`config.mk`:
```
export PLATFORM = sky130hd
export DESIGN_NAME = nibble_cpu_core
export DESIGN_NICKNAME = d
export VERILOG_FILES = /design/src/rtl/nibble_cpu_pkg.sv /design/src/rtl/nibble_alu.sv /design/src/rtl/nibble_cpu_core.sv
export SDC_FILE = /design/constraint.sdc
export NUM_CORES = 1
export LEC_CHECK = 0
export ABC_AREA = 1
export ABC_CLOCK_PERIOD_IN_PS = 2700
export CORE_AREA = 2 2 77 79
export CTS_BUF_LIST = sky130_fd_sc_hd__clkbuf_8
export CTS_CLUSTER_DIAMETER = 30
export DETAILED_ROUTE_END_ITERATION = 10
export DIE_AREA = 0 0 79 81
export GPL_TIMING_DRIVEN = 0
export PLACE_DENSITY = 0.84
export SYNTH_ARGS = -nofsm -noshare
export SYNTH_HDL_FRONTEND = slang
export SYNTH_HIERARCHICAL = 1
export SYNTH_SLANG_ARGS = --single-unit
```
`constraint.sdc`:
```
create_clock -name clk -period 2.7 [get_ports clk]
set_input_delay 0.54 -clock clk [delete_from_list [all_inputs] [get_ports clk]]
set_output_delay 0.54 -clock clk [all_outputs]
set_load 0.005 [all_outputs]
```
`src/rtl/nibble_cpu_pkg.sv`:
```
// Shared constants for the nibble CPU: opcodes, bus cycle kinds, FSM state codes.
package nibble_cpu_pkg;

  // F1 opcode field (low four bits of the fetched field)
  localparam logic [3:0] OP_LD  = 4'd0;
  localparam logic [3:0] OP_ST  = 4'd1;
  localparam logic [3:0] OP_ADD = 4'd2;
  localparam logic [3:0] OP_AND = 4'd3;
  localparam logic [3:0] OP_OR  = 4'd4;
  localparam logic [3:0] OP_XOR = 4'd5;
  localparam logic [3:0] OP_BNZ = 4'd6;
  localparam logic [3:0] OP_HLT = 4'd15;

  // bus_kind codes
  localparam logic [2:0] BK_F1    = 3'd0;
  localparam logic [2:0] BK_F2    = 3'd1;
  localparam logic [2:0] BK_F3    = 3'd2;
  localparam logic [2:0] BK_LOAD  = 3'd3;
  localparam logic [2:0] BK_STORE = 3'd4;
  localparam logic [2:0] BK_IDLE  = 3'd7;

  // one-hot FSM states
  localparam logic [4:0] S_F1   = 5'b00001;
  localparam logic [4:0] S_F2   = 5'b00010;
  localparam logic [4:0] S_F3   = 5'b00100;
  localparam logic [4:0] S_MEM  = 5'b01000;
  localparam logic [4:0] S_HALT = 5'b10000;

  // ops that write a register from an operand (immediate or memory)
  function automatic logic is_ld_alu(input logic [3:0] op);
    return (op == OP_LD) || (op >= OP_ADD && op <= OP_XOR);
  endfunction

endpackage

```
`src/rtl/nibble_alu.sv`:
```
// Combinational ALU: LD passes b through, ADD gives carry-out, logic ops leave carry 0.
module nibble_alu
  import nibble_cpu_pkg::*;
#(
  parameter int DATA_W = 4
) (
  input  logic [3:0]        op,
  input  logic [DATA_W-1:0] a,
  input  logic [DATA_W-1:0] b,
  output logic [DATA_W-1:0] result,
  output logic              carry
);

  logic [DATA_W:0] sum;
  assign sum = {1'b0, a} + {1'b0, b};

  // operation select; anything that is not an ALU op behaves as a pass-through
  always_comb begin
    result = b;
    carry  = 1'b0;
    case (op)
      OP_ADD: begin
        result = sum[DATA_W-1:0];
        carry  = sum[DATA_W];
      end
      OP_AND:  result = a & b;
      OP_OR:   result = a | b;
      OP_XOR:  result = a ^ b;
      default: ;
    endcase
  end

endmodule

```
`src/rtl/nibble_cpu_core.sv`:
```
// Multi-cycle nibble CPU: three fetch cycles per instruction plus an optional
// memory cycle, all over one shared bus with a ready/wait handshake.
// Opcode and F2 fields use the low four bits of the bus data (DATA_W >= 4).
module nibble_cpu_core
  import nibble_cpu_pkg::*;
#(
  parameter int DATA_W = 4,
  parameter int PC_W   = 10
) (
  input  logic              clk,
  input  logic              rst_n,
  output logic [PC_W-1:0]   bus_addr,
  output logic [2:0]        bus_kind,
  output logic              bus_we,
  output logic [DATA_W-1:0] bus_wdata,
  input  logic [DATA_W-1:0] bus_rdata,
  input  logic              bus_ready,
  output logic              halted,
  output logic              flag_c,
  output logic [DATA_W-1:0] dbg_a,
  output logic [DATA_W-1:0] dbg_x,
  output logic [DATA_W-1:0] dbg_y
);

  logic [4:0]               state_q;
  logic [PC_W-1:0]          pc_q;
  logic [3:0]               op_q;
  logic [3:0]               f2_q;
  logic [DATA_W-1:0]        maddr_q;
  logic [2:0][DATA_W-1:0]   rf_q;     // 0 A, 1 X, 2 Y
  logic                     c_q;

  logic [1:0]               r_sel;
  logic                     imm;
  logic                     idx;
  logic [DATA_W-1:0]        r_val;
  logic [DATA_W-1:0]        alu_res;
  logic                     alu_c;
  logic                     wr_en;
  logic [PC_W-1:0]          pc_inc;
  logic [PC_W-1:0]          k_sext;
  logic [DATA_W-1:0]        maddr_d;

  assign r_sel = f2_q[1:0];
  assign imm   = f2_q[2];
  assign idx   = f2_q[3];

  // register read port; r=3 is "no register" and reads as zero
  always_comb begin
    case (r_sel)
      2'd0:    r_val = rf_q[0];
      2'd1:    r_val = rf_q[1];
      2'd2:    r_val = rf_q[2];
      default: r_val = '0;
    endcase
  end

  // the operand is always whatever is on the bus: k in F3, memory data in MEM
  nibble_alu #(.DATA_W(DATA_W)) u_alu (
    .op     (op_q),
    .a      (r_val),
    .b      (bus_rdata),
    .result (alu_res),
    .carry  (alu_c)
  );

  assign wr_en   = ((state_q == S_F3) && imm && is_ld_alu(op_q)) ||
                   ((state_q == S_MEM) && (op_q != OP_ST));
  assign pc_inc  = pc_q + PC_W'(1);
  assign k_sext  = {{(PC_W-DATA_W){bus_rdata[DATA_W-1]}}, bus_rdata};
  // X sampled here is the pre-instruction value; nothing writes X before MEM
  assign maddr_d = bus_rdata + (idx ? rf_q[1] : '0);

  // FSM, PC and register file; a low bus_ready freezes everything
  always_ff @(posedge clk or negedge rst_n) begin
    if (!rst_n) begin
      state_q <= S_F1;
      pc_q    <= '0;
      op_q    <= '0;
      f2_q    <= '0;
      maddr_q <= '0;
      rf_q    <= '0;
      c_q     <= 1'b0;
    end else if (bus_ready) begin
      if (wr_en) begin
        for (int i = 0; i < 3; i++)
          if (r_sel == i[1:0]) rf_q[i] <= alu_res;
        if (op_q == OP_ADD) c_q <= alu_c;
      end
      case (state_q)
        S_F1: begin
          op_q    <= bus_rdata[3:0];
          state_q <= S_F2;
        end
        S_F2: begin
          f2_q    <= bus_rdata[3:0];
          state_q <= S_F3;
        end
        S_F3: begin
          pc_q    <= pc_inc;
          maddr_q <= maddr_d;
          state_q <= S_F1;
          if (op_q == OP_HLT)
            state_q <= S_HALT;
          else if (op_q == OP_BNZ) begin
            if (r_val != '0) pc_q <= pc_inc + k_sext;
          end else if (!imm && (is_ld_alu(op_q) || op_q == OP_ST))
            state_q <= S_MEM;
        end
        S_MEM:   state_q <= S_F1;
        S_HALT:  state_q <= S_HALT;
        default: state_q <= S_F1;
      endcase
    end
  end

  // bus outputs are a pure function of held state, so they stay frozen in waits
  always_comb begin
    bus_addr  = pc_q;
    bus_kind  = BK_F1;
    bus_we    = 1'b0;
    bus_wdata = '0;
    case (state_q)
      S_F2: bus_kind = BK_F2;
      S_F3: bus_kind = BK_F3;
      S_MEM: begin
        bus_addr = {{(PC_W-DATA_W){1'b0}}, maddr_q};
        if (op_q == OP_ST) begin
          bus_kind  = BK_STORE;
          bus_we    = 1'b1;
          bus_wdata = r_val;
        end else begin
          bus_kind  = BK_LOAD;
        end
      end
      S_HALT:  bus_kind = BK_IDLE;
      default: ;
    endcase
  end

  assign halted = (state_q == S_HALT);
  assign flag_c = c_q;
  assign dbg_a  = rf_q[0];
  assign dbg_x  = rf_q[1];
  assign dbg_y  = rf_q[2];

endmodule

```
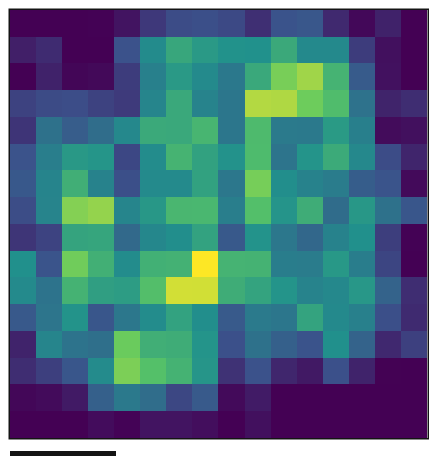
metal_density.png
Bar = 20 µm. The die is cut into 16 by 16 equal tiles; dark purple is low, yellow is high, scaled to the fullest tile. Values are wire area over tile area, all layers added.
tiles over half the peak = 28%
fullest tile = 0.60
mean over tiles = 0.21
nearly empty tiles = 13%
densest ninth of the die = centre

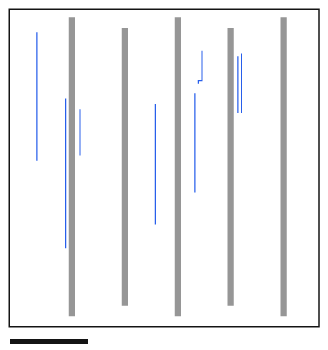
layer_met4.png
Bar = 20 µm. Supply wires on this layer in grey.
nets with wire on the layer = 8
longest straight run = 38.1 µm
wire length on this layer = 176 µm

==> results_dict.tcl <==
# collected from the flow reports
set metrics [dict create \
    path_max_fanout 3 \
    syn_inst 438 \
    grt_max_degree 41 \
    yosysWarningCount 6 \
    drtAntennaViolNets 0 \
    synth-edff-count 0 \
    avgSynthCellArea_um2 7.12 \
    path_common_cell "nand2_1" \
    cts-buffers-inserted 5 \
    core-area_um2 5680 \
    ff_type "dfrtp_1" \
    hold_violations 0 \
    endpoint_kind "register" \
    cap_violations 0 \
    cp.arrival_ns 2.90 \
    fin_setup_tns_ns -0.00103 \
    fp_util 0.549 \
    tightest_slew_ns 0.883 \
    htree_levels 2 \
    nNetsFinal 531 \
    clockBufferDepth 2 \
    synth_chip_area_um2 3120 \
    syn_nets 469 \
    start_kind "register" \
    power_density_nw_per_um2 1020 \
    vias 3165 \
    ys_seq_frac 0.322 \
    dieHeight_um 81 \
    path_class "register to register" \
    synthDominantCellAreaShare 0.313 \
    outcome "finished, violations left" \
    fin_crit_sh 1.00 \
    synthesis.area_um2 3120 \
    cts-root-buf "clkbuf_8" \
    io_buffers 38 \
    drv_slew 0 \
    cp.required_ns 2.90 \
    fill_cells 467 \
    die_width_um 79 \
    ys_cells 438 \
    cp_top_family "simple AND/OR/NAND/NOR gates" \
    relSlewSlack 0.411 \
    grt_pass1_vias 2830 \
    syn2layout_area_growth_pct 27.1 \
    routed_via_density 5.49 \
    detail_route.wirelength_um 8390 \
    grt_overflow 0 \
    drive_gt1_frac 0.154 \
    final.setup_skew_ns 0.00591 \
    rsz0062_at_grt "true" \
    drc 0 \
    grt_use_total 0.256 \
    worst-path-buf-inv 1 \
    area_leaders "dfrtp_1 31%, nand2_1 12%, ha_1 8.4%" \
    tritoncts "yes" \
    mostFrequentLayoutCell "nand2_1" \
    antenna_found_initial 0 \
    ios 39 \
    p_total_w 0.00404 \
    wl_per_cell_um 14.6 \
    drt_iter0_markers 273 \
    violations "setup timing" \
    final_cell_mix "91 x nand2_1, 64 x inv_1, 37 x dfrtp_1" \
    ys.flops 40 \
    clock-sinks 40 \
    max_freq_mhz 370 \
    vdd_drop_max_v 0.000498 \
    worst_slack_ns -0.00103 \
    rows 28 \
    post-dp-hpwl_um 5890 \
    gp_congestion 0.912 \
    ys_types 33 \
    finalSetupViolCount 1 \
    max_stage_delay_ns 0.44 \
    synth_area_leader_cell "dfrtp_1" \
    insertion_delay_ns 0.30 \
    clkTransAtPathRegs_ns 0.08 \
    cp_slowest_cell "dfrtp_1" \
    async_flop_share 1.00 \
    hold_class "input port to asynchronous set/reset pin" \
    drtPass1Iterations 5 \
    warning_count 31 \
    chip_area_um2 6400 \
    antenna_cells 0 \
    leakagePower_nw 1.89 \
    grt_pass1_wl_um 12900 \
    worstPathCellList "nand3_2 -> nor2_4 -> nand2_2 -> nor3_2 -> xor2_1 -> inv_1 -> ha_4 -> nand2_4 -> nor2_4 -> nand3_2 -> nand4_1 -> nand2_1 -> o21bai_1 -> nand3_1 -> nand2_1 -> nand2_1" \
    fin_crit_ns 2.70 \
]
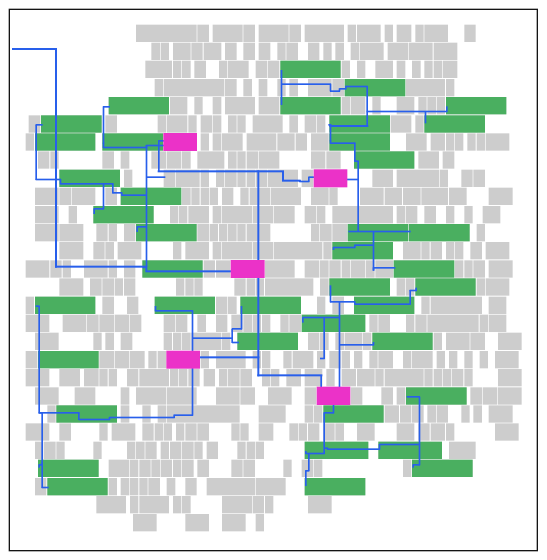
clk_routes.png
clock wires -> blue  # length 518 µm
clock drivers -> magenta  # count 5
flip-flops -> green  # count 40
routed clock nets = 6

## registers in the layout, summed over array words and instances, names as in the netlist
register  count
dbg_a         4
dbg_x         4
dbg_y         4
f2_q          4
flag_c        1
maddr_q       4
op_q          4
pc_q         10
state_q       5
## area by class of cell
cell class	count	area, µm²	share of cell area
Buffer	6	30.0	0.00758
Tap cell	75	93.8	0.0237
Inverter	72	270	0.0682
Timing Repair Buffer	55	503	0.127
Multi-Input combinational cell	320	1950	0.493
Sequential cell	40	1000	0.254
Clock inverter	3	38.8	0.00979
Clock buffer	5	68.8	0.0174
## where the power goes
| part | switching (W) | total, W | internal, W | leakage (nW) |
|---|---|---|---|---|
| registers | 0.000217 | 0.00104 | 0.000818 | 0.510 |
| clock network | 0.000215 | 0.000485 | 0.000271 | 0.0593 |
| logic | 0.00147 | 0.00252 | 0.00105 | 1.32 |
| total | 0.00190 | 0.00404 | 0.00214 | 1.89 |
## synth_stat cells (all sizes together) (4+ instances only)
cell and n:
dfrtp 39, inv 72, ha 21, nand4 7
xor2 12, nor3 5, o22ai 6, a31oi 4
nand2 99, nand3 45, o21ai 50, a21oi 18
nor2 41
## worst paths after layout
check | cells after the start | slack [ns] | endpoint | start
setup / recovery | 16 | -0.001 | pc_q[9]$_DFFE_PN0P_ | pc_q[1]$_DFFE_PN0P_
hold / removal | 1 | 0.35 | maddr_q[3]$_DFFE_PN0P_ | rst_n
setup reg to reg | 16 | -0.001 | pc_q[9]$_DFFE_PN0P_ | pc_q[1]$_DFFE_PN0P_
hold reg to reg | 2 | 0.47 | pc_q[9]$_DFFE_PN0P_ | pc_q[9]$_DFFE_PN0P_
max in group asynchronous | 1 | 1.73 | op_q[2]$_DFFE_PN0P_ | rst_n
min in group clk | 2 | 0.47 | pc_q[9]$_DFFE_PN0P_ | pc_q[9]$_DFFE_PN0P_
## routing by layer
metal / track usage / share of wire
met1: 0.358 / 0.45
met2: 0.415 / 0.48
met3: 0.0356 / 0.052
met4: 0.0759 / 0.021
met5: 0 / 0
## through the flow
| step | cells | utilization | setup slack, ns | hold slack (ns) | cell area (µm²) |
|---|---|---|---|---|---|
| after floorplan | 438 | - | 0.348 | 0.244 | 3120 |
| after global placement | 551 | 0.633 | -0.0463 | 0.453 | 3590 |
| after detailed placement | 551 | 0.632 | -0.0786 | 0.458 | 3590 |
| after CTS | 564 | 0.665 | 0.00486 | 0.394 | 3770 |
| after global routing | 576 | 0.698 | -0.0810 | 0.431 | 3960 |
| final | 576 | 0.698 | -0.00103 | 0.354 | 3960 |
## kinds of logic (layout without fill, tap and decap cells)
logic type | Yosys count | in the layout | share of synthesized area
AOI/OAI and AO/OA | 82 | 82 | 0.144
and+or+nand+nor | 199 | 199 | 0.293
adders and majority gates | 24 | 24 | 0.104
buffers and inverters | 78 | 141 | 0.0959
xor gates and xnor gates | 15 | 15 | 0.0422
DFF | 40 | 40 | 0.322
## timing repair
action                                  in CTS  in global routing
pin swaps                                    4                 19
gates resized                               13                 26
hold buffers                                 0                  0
endpoints found under the setup margin      16                 16
buffers inserted                             5                 12
No activity file was given, so power comes from the tool's default toggle rates.
